### src/rtl/dinorun_pkg.sv
// Shared types and seven-segment encodings for the score path and display.
// Patterns are active-low, ordered {g,f,e,d,c,b,a}.
package dinorun_pkg;

    typedef logic [3:0] bcd_t;
    typedef bcd_t [3:0] score_t;

    localparam logic [6:0] Seg7Blank = 7'h7F;
    localparam logic [6:0] Seg7Dash  = 7'h3F;
    localparam logic [6:0] Seg7Digits [10] = '{
        7'h40, 7'h79, 7'h24, 7'h30, 7'h19,
        7'h12, 7'h02, 7'h78, 7'h00, 7'h10
    };

    function automatic logic is_dash(input bcd_t d);
        return d > 4'd9;
    endfunction

endpackage

### src/rtl/score_display_if.sv
// Score-in / segment-out bundle between the game logic and the display driver.
// No handshake: every input is a level or single-cycle pulse sampled each clock.
interface score_display_if;
    import dinorun_pkg::*;

    logic        frame_i;
    bcd_t        digit0_i;
    bcd_t        digit1_i;
    bcd_t        digit2_i;
    bcd_t        digit3_i;
    logic        game_over_i;
    logic        show_hi_i;
    logic        clear_hi_i;
    logic [6:0]  seg_o;
    logic        dp_o;
    logic [3:0]  an_o;
    logic        new_hi_o;
    logic [15:0] hi_o;

    modport master (
        output frame_i, digit0_i, digit1_i, digit2_i, digit3_i,
        output game_over_i, show_hi_i, clear_hi_i,
        input  seg_o, dp_o, an_o, new_hi_o, hi_o
    );

    modport slave (
        input  frame_i, digit0_i, digit1_i, digit2_i, digit3_i,
        input  game_over_i, show_hi_i, clear_hi_i,
        output seg_o, dp_o, an_o, new_hi_o, hi_o
    );

endinterface

### src/rtl/score_display_seg7_decode.sv
// BCD digit to active-low seven-segment pattern; purely combinational.
// Values above 9 show a dash and ignore the blank flag.
module seg7_decode
    import dinorun_pkg::*;
(
    input  bcd_t       digit_i,
    input  logic       blank_i,
    output logic [6:0] seg_o
);

    always_comb begin
        seg_o = Seg7Dash;
        if (!is_dash(digit_i)) begin
            seg_o = blank_i ? Seg7Blank : Seg7Digits[digit_i];
        end
    end

endmodule

### src/rtl/score_display.sv
// High-score tracking and 4-digit multiplexed seven-segment driver with blink.
// Outputs registered one cycle after the refresh counter; no backpressure.
module score_display
    import dinorun_pkg::*;
#(
    parameter int RefreshBits = 15,
    parameter int BlinkFrames = 30
) (
    input  logic           clk_i,
    input  logic           rst_ni,
    score_display_if.slave bus
);

    localparam int SlotW  = RefreshBits - 2;
    localparam int BlinkW = (BlinkFrames > 1) ? $clog2(BlinkFrames) : 1;
    localparam logic [BlinkW-1:0] BlinkLast = BlinkW'(BlinkFrames - 1);

    logic [RefreshBits-1:0] refresh_q, refresh_d;
    logic                   go_q, go_d;
    logic [15:0]            hi_q, hi_d;
    logic                   new_hi_q, new_hi_d;
    logic [BlinkW-1:0]      blink_cnt_q, blink_cnt_d;
    logic                   blink_ph_q, blink_ph_d;
    logic [6:0]             seg_q, seg_d;
    logic                   dp_q, dp_d;
    logic [3:0]             an_q, an_d;

    score_t      score, disp;
    logic [15:0] score_v;
    logic [1:0]  sel;
    logic        guard;
    logic        go_rise;
    logic        blink_act;
    logic [3:0]  blank;
    logic [6:0]  cur_seg;

    assign score   = {bus.digit3_i, bus.digit2_i, bus.digit1_i, bus.digit0_i};
    assign score_v = score;
    assign disp    = bus.show_hi_i ? score_t'(hi_q) : score;
    assign sel     = refresh_q[RefreshBits-1 -: 2];
    // Anodes stay dark for the first 4 cycles of every slot to avoid ghosting.
    assign guard   = {{(32-SlotW){1'b0}}, refresh_q[SlotW-1:0]} < 32'd4;
    assign go_rise   = bus.game_over_i && !go_q;
    assign blink_act = new_hi_q && bus.game_over_i;

    always_comb begin
        blank    = 4'b0000;
        blank[3] = (disp[3] == 4'd0);
        blank[2] = blank[3] && (disp[2] == 4'd0);
        blank[1] = blank[2] && (disp[1] == 4'd0);
    end

    seg7_decode u_decode (
        .digit_i (disp[sel]),
        .blank_i (blank[sel]),
        .seg_o   (cur_seg)
    );

    always_comb begin
        refresh_d = refresh_q + RefreshBits'(1);
        go_d      = bus.game_over_i;

        hi_d     = hi_q;
        new_hi_d = new_hi_q;
        if (bus.clear_hi_i) begin
            hi_d     = '0;
            new_hi_d = 1'b0;
        end else if (go_rise && (score_v > hi_q)) begin
            hi_d     = score_v;
            new_hi_d = 1'b1;
        end else if (!bus.game_over_i) begin
            new_hi_d = 1'b0;
        end

        // Held at zero while idle so every blink sequence starts in the lit phase.
        blink_cnt_d = blink_cnt_q;
        blink_ph_d  = blink_ph_q;
        if (!blink_act) begin
            blink_cnt_d = '0;
            blink_ph_d  = 1'b0;
        end else if (bus.frame_i) begin
            if (blink_cnt_q == BlinkLast) begin
                blink_cnt_d = '0;
                blink_ph_d  = !blink_ph_q;
            end else begin
                blink_cnt_d = blink_cnt_q + BlinkW'(1);
            end
        end

        seg_d = cur_seg;
        dp_d  = !((sel == 2'd3) && bus.show_hi_i);
        an_d  = 4'hF;
        if (!guard && !blink_ph_q) begin
            an_d[sel] = 1'b0;
        end
    end

    always_ff @(posedge clk_i or negedge rst_ni) begin
        if (!rst_ni) begin
            refresh_q   <= '0;
            go_q        <= 1'b0;
            hi_q        <= '0;
            new_hi_q    <= 1'b0;
            blink_cnt_q <= '0;
            blink_ph_q  <= 1'b0;
            seg_q       <= Seg7Blank;
            dp_q        <= 1'b1;
            an_q        <= 4'hF;
        end else begin
            refresh_q   <= refresh_d;
            go_q        <= go_d;
            hi_q        <= hi_d;
            new_hi_q    <= new_hi_d;
            blink_cnt_q <= blink_cnt_d;
            blink_ph_q  <= blink_ph_d;
            seg_q       <= seg_d;
            dp_q        <= dp_d;
            an_q        <= an_d;
        end
    end

    assign bus.seg_o    = seg_q;
    assign bus.dp_o     = dp_q;
    assign bus.an_o     = an_q;
    assign bus.new_hi_o = new_hi_q;
    assign bus.hi_o     = hi_q;

endmodule

### src/flat_wrapper.sv
// flat-port wrapper written by rule: the top's interface ports become plain ports
module score_display_flat import dinorun_pkg::*;
#(
    parameter int RefreshBits = 15,
    parameter int BlinkFrames = 30
)
  (clk_i, rst_ni, bus_frame_i, bus_digit0_i, bus_digit1_i, bus_digit2_i, bus_digit3_i, bus_game_over_i, bus_show_hi_i, bus_clear_hi_i, bus_seg_o, bus_dp_o, bus_an_o, bus_new_hi_o, bus_hi_o);
  score_display_if bus_i ();
  input  logic clk_i;
  input  logic rst_ni;
  input wire logic [$bits(bus_i.frame_i)-1:0] bus_frame_i;
  input wire logic [$bits(bus_i.digit0_i)-1:0] bus_digit0_i;
  input wire logic [$bits(bus_i.digit1_i)-1:0] bus_digit1_i;
  input wire logic [$bits(bus_i.digit2_i)-1:0] bus_digit2_i;
  input wire logic [$bits(bus_i.digit3_i)-1:0] bus_digit3_i;
  input wire logic [$bits(bus_i.game_over_i)-1:0] bus_game_over_i;
  input wire logic [$bits(bus_i.show_hi_i)-1:0] bus_show_hi_i;
  input wire logic [$bits(bus_i.clear_hi_i)-1:0] bus_clear_hi_i;
  output wire logic [$bits(bus_i.seg_o)-1:0] bus_seg_o;
  output wire logic [$bits(bus_i.dp_o)-1:0] bus_dp_o;
  output wire logic [$bits(bus_i.an_o)-1:0] bus_an_o;
  output wire logic [$bits(bus_i.new_hi_o)-1:0] bus_new_hi_o;
  output wire logic [$bits(bus_i.hi_o)-1:0] bus_hi_o;
  assign bus_i.frame_i = bus_frame_i;
  assign bus_i.digit0_i = bus_digit0_i;
  assign bus_i.digit1_i = bus_digit1_i;
  assign bus_i.digit2_i = bus_digit2_i;
  assign bus_i.digit3_i = bus_digit3_i;
  assign bus_i.game_over_i = bus_game_over_i;
  assign bus_i.show_hi_i = bus_show_hi_i;
  assign bus_i.clear_hi_i = bus_clear_hi_i;
  assign bus_seg_o = bus_i.seg_o;
  assign bus_dp_o = bus_i.dp_o;
  assign bus_an_o = bus_i.an_o;
  assign bus_new_hi_o = bus_i.new_hi_o;
  assign bus_hi_o = bus_i.hi_o;
  score_display #(.RefreshBits(RefreshBits), .BlinkFrames(BlinkFrames)) u_core (.clk_i(clk_i), .rst_ni(rst_ni), .bus(bus_i));
endmodule
### config.mk
export PLATFORM = sky130hd
export DESIGN_NAME = score_display_flat
export DESIGN_NICKNAME = d
export VERILOG_FILES = /design/src/rtl/dinorun_pkg.sv /design/src/rtl/score_display_if.sv /design/src/rtl/score_display_seg7_decode.sv /design/src/rtl/score_display.sv /design/src/flat_wrapper.sv
export SDC_FILE = /design/constraint.sdc
export NUM_CORES = 1
export LEC_CHECK = 0
export CELL_PAD_IN_SITES_DETAIL_PLACEMENT = 1
export CELL_PAD_IN_SITES_GLOBAL_PLACEMENT = 1
export CORE_UTILIZATION = 38
export DETAILED_ROUTE_END_ITERATION = 10
export HOLD_SLACK_MARGIN = 0.1
export PLACE_DENSITY = 0.89
export SYNTH_ARGS = -nofsm -noshare
export SYNTH_HDL_FRONTEND = slang
export SYNTH_SLANG_ARGS = --single-unit
### constraint.sdc
create_clock -name clk_i -period 2.1 [get_ports clk_i]
set_input_delay 0.42 -clock clk_i [delete_from_list [all_inputs] [get_ports clk_i]]
set_output_delay 0.42 -clock clk_i [all_outputs]
set_load 0.03 [all_outputs]
### Floorplan with the power grid, run 1

Bar = 20 um. Pins as bars on the die edge. Tap cells in gray.
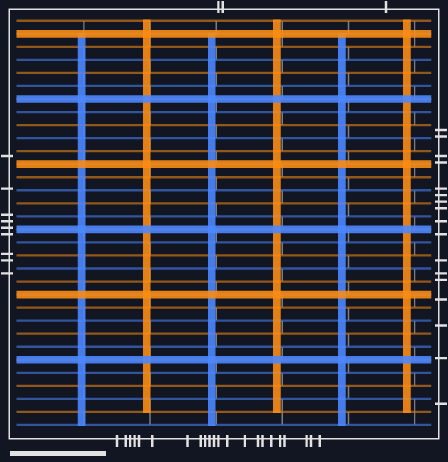
color	net
blue	VSS
orange	VDD
met5 straps	6
tap cells	99
signal pins	51

### Cell classes on the final placement, run 1

Bar = 20 um.
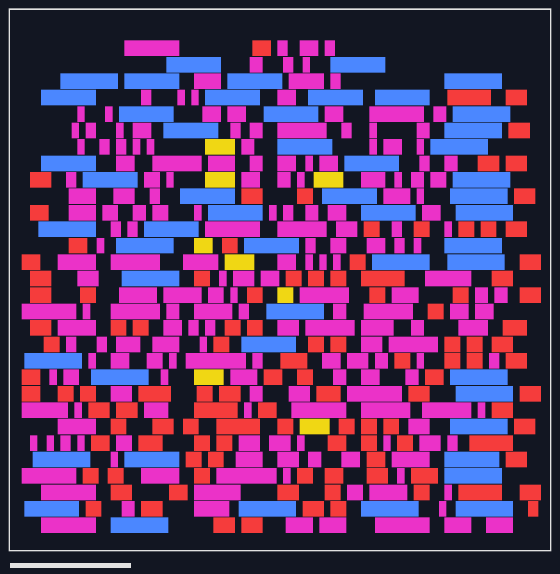
color	class	cells	share of their area
blue	flops	51	30%
yellow	clock drivers and dummy loads	8	2.3%
red	other buffers and delay cells	113	24%
magenta	combinational and other logic	201	44%

### Clock network drawn from the DEF, run 1

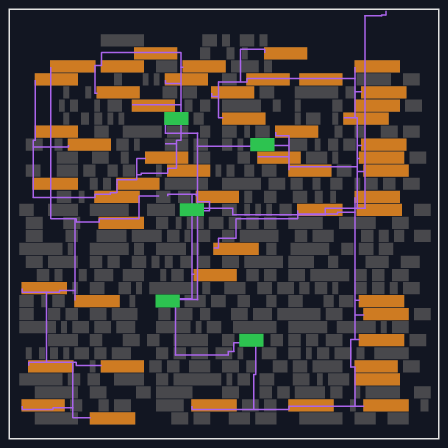
[purple] clock wires | length: 772 um
[orange] flip-flops | count: 51
[green] clock drivers | count: 5
routed clock nets	6

==> run 1: logic make-up after synthesis <==
group                      after synthesis  share of synthesized area (%)
AOI/OAI and AO/OA                       52                          13.61
xor gates and xnor gates                14                          4.235
adders and majority gates               24                          10.37
buffers and inverters                   28                          4.667
DFF                                     51                          44.60
muxes                                   17                          9.378
and+or+nand+nor                         74                          13.14
==> run 1: final cells by class <==
class                           instances  area [sq um]
Tap cell                               99         123.9
Multi-Input combinational cell        181          1848
Clock buffer                            6         82.58
Timing Repair Buffer                  113          1050
Fill cell                             775          2788
Sequential cell                        51          1309
Inverter                               20         75.07
Clock inverter                          2         16.27
==> run 1: per-stage QoR <==
step	util (%)	hold slack (ns)	cell area [sq um]	setup TNS [ns]
after floorplan	-	0.1244	3183	-1.419
after global placement	56.49	0.4123	4119	-15.90
after detailed placement	56.49	0.4197	4119	-18.56
after CTS	60.81	0.4918	4434	-2.841
after global routing	61.77	0.4748	4504	-6.415
final	61.77	0.4956	4504	-4.602
==> run 1: worst min path at each step <==
stage	from	to	slack, ns	depth (start not counted)
floorplan	rst_ni	u_core.blink_cnt_q[0]	0.12	0
global placement	rst_ni	u_core.bus.hi_o[2]	0.41	1
detailed placement	rst_ni	u_core.bus.hi_o[2]	0.42	1
CTS	u_core.refresh_q[0]	u_core.refresh_q[0]	0.49	1
global route	bus_digit0_i[0]	u_core.bus.hi_o[0]	0.47	2
finish	u_core.refresh_q[0]	u_core.refresh_q[0]	0.50	1
==> run 1: cell usage in the layout, fill, tap and decap left out, drive strengths merged, types with 11 or more instances in the layout <==
cell,n
nor2,11
nand2,23
o21ai,13
dfrtp,39
dfstp,12
buf,63
clkdlybuf4s50,32
inv,20
dlygate4sd2,14
ha,24
nand3,12
a22o,16
==> reports/metrics.csv, run 1 <==
metric,value,unit
cell count in the Yosys report,260,
CP max FO,16,
postcts setup bufs,13,
vias in the first global route,3092,
post-synth top area cell,dfrtp_1,
largest net degree at the start of global routing,30,
GR Overflow Total,0,
M1 GR Usage,31.78,%
CTS tree,done,
worst rel slew slack,65.25,%
static leakage,1.946,nW
failing checks,setup timing,
count of nets left with antenna violations after detail routing,0,
status,"finished, violations left",
antenna cells,0,
Seq pwr share,43.1,%
period utilization,112.9,%
"CP delay by family, top",buffers and inverters,
clock group power,0.648,mW
slowest CP cell,dfrtp_2,
CP Launch Type,register,
Logic power comb,0.751,mW
"Setup violations, final",23,
CP Capture Type,register,
final worst slack,-0.2719,ns
Cells after Synth,260,
sequential power,1.06,mW
layout cell share with drive strength beyond 1,45.04,%
Worst R2R Path Depth,11,
Die Wd,89.29,um
Post-synth regs,51,
Layout area overhead,55.57,%
largest stage delay on the critical path,0.44,ns
syn_nets,306,
I/O pin count,51,
Synth top cells by count,"dfrtp_1, ha_1, nand2_1, inv_1, a22o_2",
unrepaired setup endpoints after global routing,yes,
synthesized area,0.002895,sq mm
Clock power frac,26.4,%
Placer Congestion,0.8323,
"setup slack, reg-to-reg",-0.27,ns
CTS Buffer Depth,2,
number of buffers and inverters on the critical path,4,
antenna violations before repair,0,
"Slew Viols, Final",0,
"Chip Area, Yosys",0.002895,sq mm
clock skew,0.01246,ns
Biggest consumer,sequential cells,
Distinct lib cells used,46,
met2 WL,6300,um
Die Size,0.007972,sq mm
DP Wirelength,7066,um
"EDFF count, synth",0,
Clock Sinks,51,
top-count cell post-synth,dfrtp_1,
first-pass GRT wire length,17070,um
Synth warnings,0,
Final Hold Fails,0,
met1 WL,3950,um
total tool warning count,34,
Inst Count DP,448,
post-CTS sizing,38,
Routed wire per std cell,24.14,um
"Seq share, synth",44.60,%
max-cap check violation count,0,
met2 usage,56.70,%
Int Pwr,1.661,mW
CP required,2.32,ns
### Routed metal, one color a layer, run 1

Bar = 20 um. Two of the layers only.
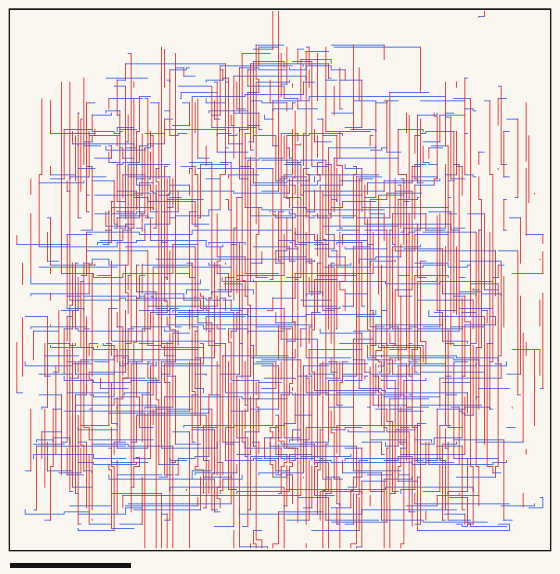

==> run 1 -> run 2 <==
CELL_PAD_IN_SITES_DETAIL_PLACEMENT = unset   (was 1)
CELL_PAD_IN_SITES_GLOBAL_PLACEMENT = unset   (was 1)
CORE_UTILIZATION = 44   (was 38)
PLACE_DENSITY = unset   (was 0.89)
PLACE_DENSITY_LB_ADDON = 0.08   (was unset)
### Routed metal, one color a layer, run 2

Bar = 20 um. Two of the layers only.
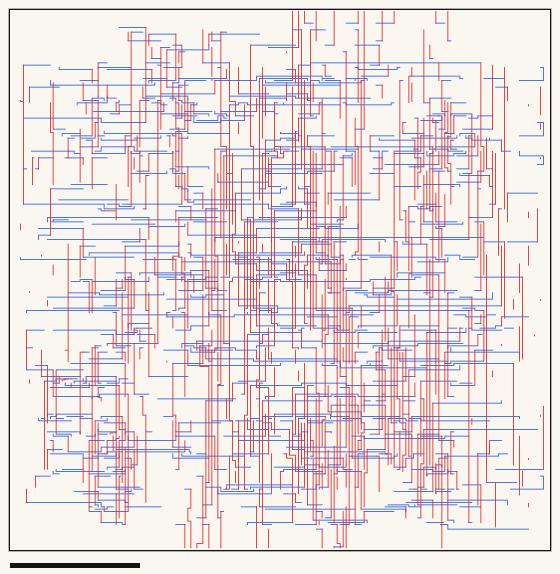
color	layer	wire length
red	metal 2	3830 um
blue	metal 1	3290 um
Post-Route WL: 7611 um
gr usage total: 21.64%

### Clock network drawn from the DEF, run 2

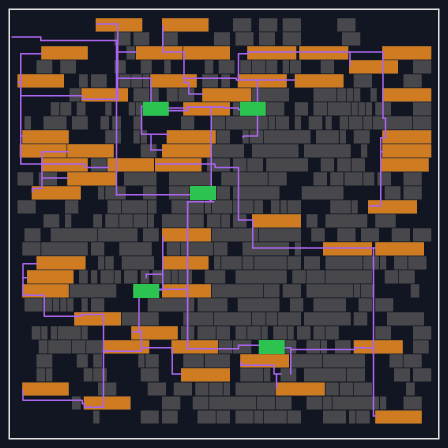
[purple] clock wires | length: 687 um
[green] clock drivers | count: 5
[orange] flip-flops | count: 51
routed clock nets	6
clock group power: 0.579 mW
clock latency on the worst-skew pair: 0.31 ns
clock skew: 0.004092 ns
Clock power frac: 24.8%

==> run 2 against run 1 <==
  * The run still ends with setup timing left
  * Sequential share of layout area down 0.22 points
  * Critical endpoint unchanged
  * Via count down 9.5%
  * Critical path type is now in -> reg
  * Largest power group unchanged
  * Largest cell class unchanged
  * Total power down 5.2%
==> reports/metrics.csv, run 2 <==
metric,value,unit,change
status,"finished, violations left",,
failing checks,setup timing,,
"EDFF count, synth",0,,unchanged
Cells after Synth,260,,unchanged
Final #Nets,423,,
DP Wirelength,5293,um,-25%
antenna cells,0,,unchanged
GR Overflow Total,0,,unchanged
yosys adder share,10.37,%,unchanged
CP Capture Type,register,,
Layout area overhead,56.78,%,
Die Size,0.006909,sq mm,-13%
drt via density,5.437,,
Distinct lib cells used,46,,unchanged
PnR Total Power,2.331,mW,
Final Non-Filler Cells,455,,
static leakage,1.977,nW,+1.6%
biggest area cells,"dfrtp_1, dfstp_2, ha_1",,
CP max FO,5,,-11
setup tns final,-1.005,ns,+3.598 ns
count of nets left with antenna violations after detail routing,0,,unchanged
"Seq share, synth",44.60,%,unchanged
vias in the first global route,2419,,-22%
Fin Hold WS,0.4717,ns,-0.02389 ns
AO/OA Area Share,13.61,%,unchanged
worst rel slew slack,70.89,%,+5.6 points
I/O pin count,51,,unchanged
Synth top cells by count,"dfrtp_1, ha_1, nand2_1, inv_1, a22o_2",,
fin util,71.49,%,+9.7 points
max-cap check violation count,0,,unchanged
"Chip Area, Yosys",0.002895,sq mm,unchanged
period utilization,104.0,%,-9.0 points
Top cell excl fill/tap,buf_4,,
Worst-path clk slew,0.10,ns,
synthesized area,0.002895,sq mm,unchanged
Worst R2R End,u_core.bus.hi_o[9],,
Inst Count DP,429,,-4.2%
antenna violations before repair,0,,unchanged
critical path arrival,2.39,ns,
Top Layout Cells,"buf_4, clkdlybuf4s50_1, dfrtp_1",,
worst-margin pin slew,0.4367,ns,
Clock Sinks,51,,unchanged
unrepaired setup endpoints after global routing,yes,,
"setup slack, reg-to-reg",-0.08,ns,+0.19 ns
Main logic family,AND-OR/OR-AND gates,,
Final Hold Fails,0,,unchanged
yosys simple share,13.14,%,unchanged
Top-area cell share,33.71,%,
Synth mux share,9.378,%,unchanged
Placer Congestion,0.8581,,+3.1%
Synth warnings,0,,unchanged
cell count in the Yosys report,260,,unchanged
layout cell share with drive strength beyond 1,46.03,%,+0.99 points
Post-synth regs,51,,unchanged
PwrDens,513.6,mW/mm^2,
Avg Inst Size Synth,11.14,sq um,
final worst slack,-0.08380,ns,+0.1881 ns
CP required,2.31,ns,about the same
CTS Buffer Depth,2,,unchanged
DP Area,0.004126,sq mm,+0.18%
syn_nets,306,,unchanged
top-count cell post-synth,dfrtp_1,,
Worst R2R Path Depth,9,,-2
"Design Area, Final",0.004539,sq mm,+0.78%
post-synth top area cell,dfrtp_1,,
reg-to-reg startpoint,u_core.bus.hi_o[7],,
largest net degree at the start of global routing,34,,+13%
Die Wd,83.12,um,-6.9%
xor+xnor area frac,4.235,%,unchanged
CP Launch Type,primary input,,
"Slew Viols, Final",0,,unchanged
CTS tree,done,,
drt first pass iters,4,,
Routed wire per std cell,16.73,um,-31%
Remaining DRCs,0,,
"Setup violations, final",16,,-30%
total tool warning count,34,,unchanged
first-pass GRT wire length,11790,um,-31%
DIE HEIGHT,83.12,um,
Peak VDD IR,0.3705,mV,
Main synth FF type,dfrtp_1,,
==> run 2: worst min path at each step <==
stage                             to  slack [ns]  depth (start not counted)                start
4_1_cts          u_core.refresh_q[0]        0.49                          1  u_core.refresh_q[0]
2_1_floorplan  u_core.blink_cnt_q[0]        0.12                          0               rst_ni
5_1_grt          u_core.refresh_q[0]        0.51                          1  u_core.refresh_q[0]
6_report         u_core.refresh_q[0]        0.47                          1  u_core.refresh_q[0]
3_5_place_dp      u_core.bus.hi_o[2]        0.38                          1               rst_ni
3_3_place_gp      u_core.bus.hi_o[2]        0.38                          1               rst_ni
==> run 2: report_power, final <==
group          total, mW  internal [mW]  leakage (nW)  switching [mW]
Clock              0.579          0.234        0.0460           0.345
Sequential          1.05           1.04         0.627          0.0181
Combinational      0.699          0.352          1.30           0.346
Total               2.33           1.62          1.98           0.709
==> run 2: routing by layer <==
layer	up-vias	global-route usage, %	part of all wire, %
li1	1187	-	-
met1	1207	27.91	43
met2	60	35.62	50
met3	20	4.175	3.2
met4	0	9.248	3.2
met5	-	0	0
==> run 2: layout make-up <==
type	instances	area, sq um
Clock inverter	3	17.52
Multi-Input combinational cell	181	1866
Fill cell	447	1810
Tap cell	77	96.34
Sequential cell	51	1309
Inverter	20	75.07
Timing Repair Buffer	118	1107
Clock buffer	5	68.82
==> run 2: what timing repair did <==
item	CTS	global route
endpoints found under the setup margin	24	19
buffers inserted	10	5
cloned	0	2
hold endpoints to repair	6	0
gates resized	38	18
pin swaps	13	10
hold buffers	1	0
==> run 2: worst max-delay path: stages <==
cell and delay [ns]:
dlygate4sd2_1 0.29, ha_4 0.31, nand2_4 0.05, buf_6 0.12, nor4_4 0.35, nand4_1 0.16, nand3b_1 0.20, nor3_4 0.10
clkbuf_16 0.18, a22o_4 0.21
### Cell classes on the final placement, run 2

Bar = 20 um.
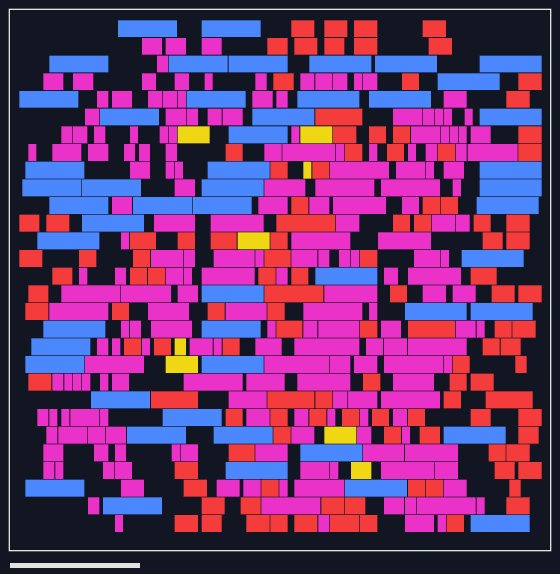

==> run 2 -> run 3 <==
TNS_END_PERCENT = 10   (was unset)
clock period = 2.8 ns   (was 2.1 ns; I/O delays follow)
### Cell classes on the final placement, run 3

Bar = 20 um.
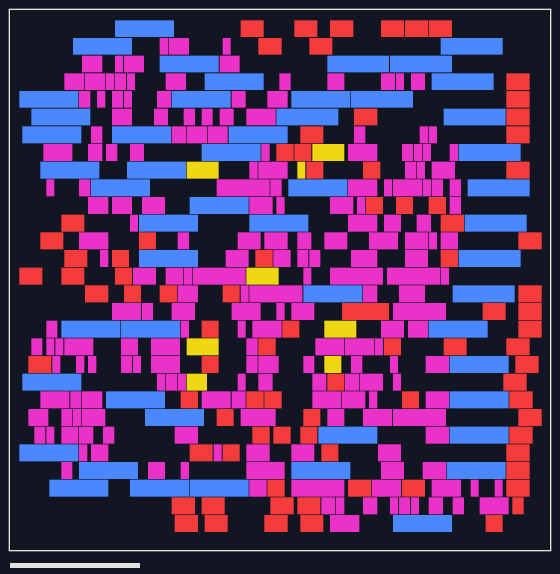
color	class	cells	share of their area
red	other buffers and delay cells	85	21%
yellow	clock drivers and dummy loads	8	2.4%
magenta	combinational and other logic	201	42%
blue	flops	51	35%

==> run 3 against run 2 <==
  * The flow now finishes without violations
  * Combinational power decreased by 46%
  * Via count is 9.1% lower
  * Area after synthesis unchanged
  * Die area did not move
  * Sequential cell count stayed put
  * Critical path depth unchanged
  * Synthesized cell count unchanged
  * Register-to-register slack better by 0.41 ns
  * Setup slack improved by 0.18 ns
  * Wire length decreased by 17%
  * Sequential power decreased by 25%
  * Critical endpoint is now u_core.bus.hi_o[4]
  * Largest cell class unchanged
==> reports/metrics.csv, run 3 <==
metric,value,unit,change
antenna violations before repair,0,,unchanged
fin util,59.80,%,-12 points
crit-path cells,clkdlybuf4s50_1 > ha_1 > nand2_1 > buf_4 > nor3_1 > or3_1 > a2111oi_2 > o21ba_1 > buf_4 > a22o_2,,
antenna cells,0,,unchanged
slowest CP cell,clkdlybuf4s50_1,,
cell count in the Yosys report,260,,unchanged
Top cell excl fill/tap,clkdlybuf4s50_1,,
yosys adder share,10.37,%,unchanged
postcts setup bufs,0,,-10
Post-synth regs,51,,unchanged
Final Hold Fails,0,,unchanged
drt via density,5.327,,-2.0%
Top-area cell share,33.71,%,unchanged
Final #Nets,390,,-7.8%
syn_nets,306,,unchanged
Top Layout Cells,"clkdlybuf4s50_1, dfrtp_1, buf_4",,
Avg Inst Size Synth,11.14,sq um,unchanged
CTS tree,done,,
Die Size,0.006909,sq mm,unchanged
first-pass GRT wire length,11090,um,-6.0%
drt first pass iters,4,,unchanged
"Setup violations, final",0,,-16
Worst-path clk slew,0.09,ns,about the same
unrepaired setup endpoints after global routing,no,,
Cells after Synth,260,,unchanged
post-synth top area cell,dfrtp_1,,
setup tns final,0,ns,+1.005 ns
largest stage delay on the critical path,0.53,ns,+0.18 ns
GR Overflow Total,0,,unchanged
CP Capture Type,register,,
Routed wire per std cell,15.03,um,-10%
xor+xnor area frac,4.235,%,unchanged
hold bufs inserted after CTS,0,,-1
Main logic family,AND-OR/OR-AND gates,,
Placer Congestion,0.7627,,-11%
Layout area overhead,31.16,%,
"CP delay by family, top",AND-OR/OR-AND gates,,
CP required,3.05,ns,+0.74 ns
static leakage,1.676,nW,-15%
post-CTS sizing,1,,-97%
Synth warnings,0,,unchanged
total tool warning count,31,,-8.8%
critical path arrival,2.96,ns,+0.57 ns
"Seq share, synth",44.60,%,unchanged
CP max FO,9,,+4
"Chip Area, Yosys",0.002895,sq mm,unchanged
final worst slack,0.09218,ns,+0.1760 ns
synthesized area,0.002895,sq mm,unchanged
CTS Buffer Depth,2,,unchanged
CP Launch Type,primary input,,
"most used cell, CP",buf_4,,
DP Wirelength,4866,um,-8.1%
Clock Sinks,51,,unchanged
worst rel slew slack,64.02,%,-6.9 points
largest net degree at the start of global routing,22,,-35%
PnR Total Power,1.597,mW,-32%
Inst Count DP,411,,-4.2%
"EDFF count, synth",0,,unchanged
count of nets left with antenna violations after detail routing,0,,unchanged
Distinct lib cells used,46,,unchanged
PwrDens,420.5,mW/mm^2,-18%
Final Non-Filler Cells,422,,-7.3%
Peak VDD IR,0.2364,mV,-36%
top-count cell post-synth,dfrtp_1,,
AO/OA Area Share,13.61,%,unchanged
clock latency on the worst-skew pair,0.30,ns,about the same
DIE HEIGHT,83.12,um,unchanged
status,"complete, no violations",,
Synth mux share,9.378,%,unchanged
period utilization,96.71,%,
Main synth FF type,dfrtp_1,,
### Routed metal, one color a layer, run 3

Bar = 20 um. Two of the layers only.
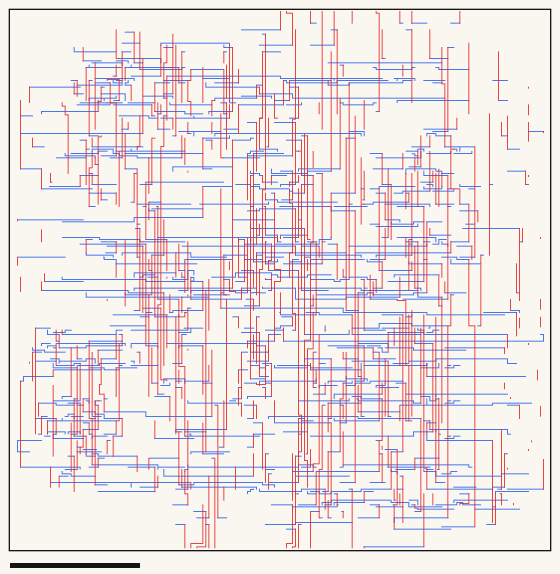
color	layer	wire length
blue	metal 1	3030 um
red	metal 2	3030 um
Post-Route WL: 6344 um
gr usage total: 20.16%
Vias: 2248

## run 3: cell counts after synthesis
No cell type changed its count.
## run 3: per-layer routing
metal	share of wire [%]	track usage, %
met1	48	27.04
met2	48	33.98
met3	3.1	3.777
met4	1.3	4.702
met5	0	0
## run 3: final cells by class
class	count	area, sq um
Sequential cell	51	1291
Inverter	20	75.07
Clock inverter	3	20.02
Tap cell	77	96.34
Timing Repair Buffer	85	770.7
Multi-Input combinational cell	181	1475
Fill cell	552	2552
Clock buffer	5	68.82
## run 3: final timing paths
kind | slack, ns | from | end | cells past startpoint
setup / recovery | 0.09 | bus_digit2_i[3] | u_core.bus.hi_o[4] | 10
hold / removal | 0.20 | rst_ni | u_core.bus.hi_o[1] | 1
setup reg to reg | 0.33 | u_core.bus.hi_o[11] | u_core.bus.hi_o[4] | 10
hold reg to reg | 0.48 | u_core.refresh_q[0] | u_core.refresh_q[0] | 1
max in group asynchronous | 1.97 | rst_ni | u_core.bus.an_o[3] | 2
min in group clk_i | 0.48 | u_core.refresh_q[0] | u_core.refresh_q[0] | 1
## run 3: report_power, final
part	total (mW)	leakage, nW	internal (mW)	switching, mW
Clock	0.429	0.0418	0.175	0.255
Combinational	0.375	0.986	0.182	0.193
Sequential	0.792	0.649	0.775	0.0172
Total	1.60	1.68	1.13	0.465
## run 3: worst reg2reg max path, delay by kind of cell, from the launching register on
kind            cells  cell delay (ns)
compound gates      3             0.87
fa+ha+maj           1             0.30
buf+inv             3             0.35
flops               1             0.44
simple gates        3             0.46
## run 3: through the flow
stage                     hold WS, ns  area (sq um)
final                          0.2038          3797
after detailed placement       0.4636          3680
after global routing           0.2323          3797
after CTS                      0.2130          3775
after global placement         0.4577          3680
after floorplan                0.2644          2895

==> gallery <==
Placed standard cells.
(a)
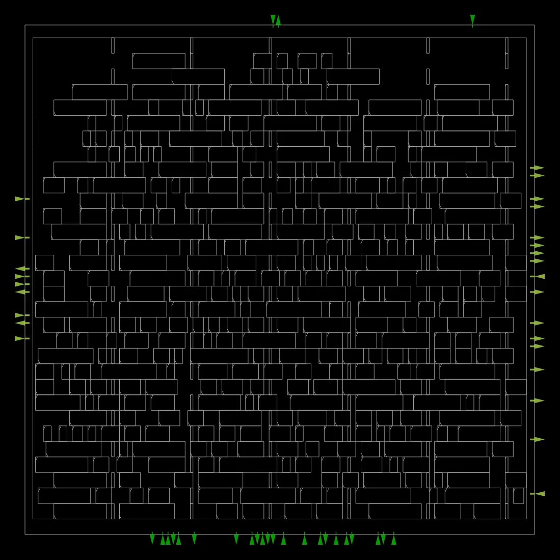
(b)
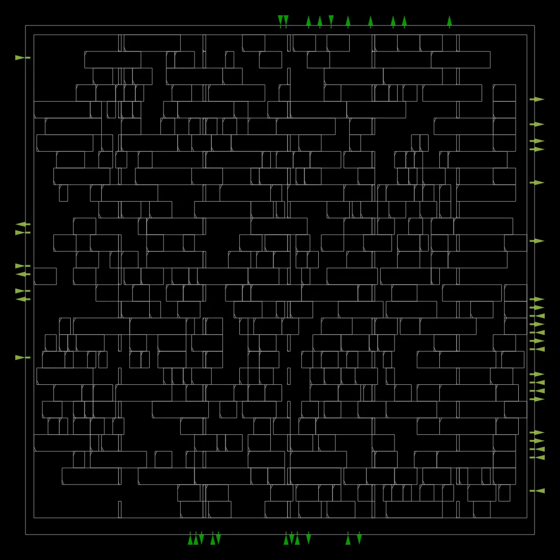
(b) is run 3.
(a) is run 1.

Power and IR drop assume default switching activity.
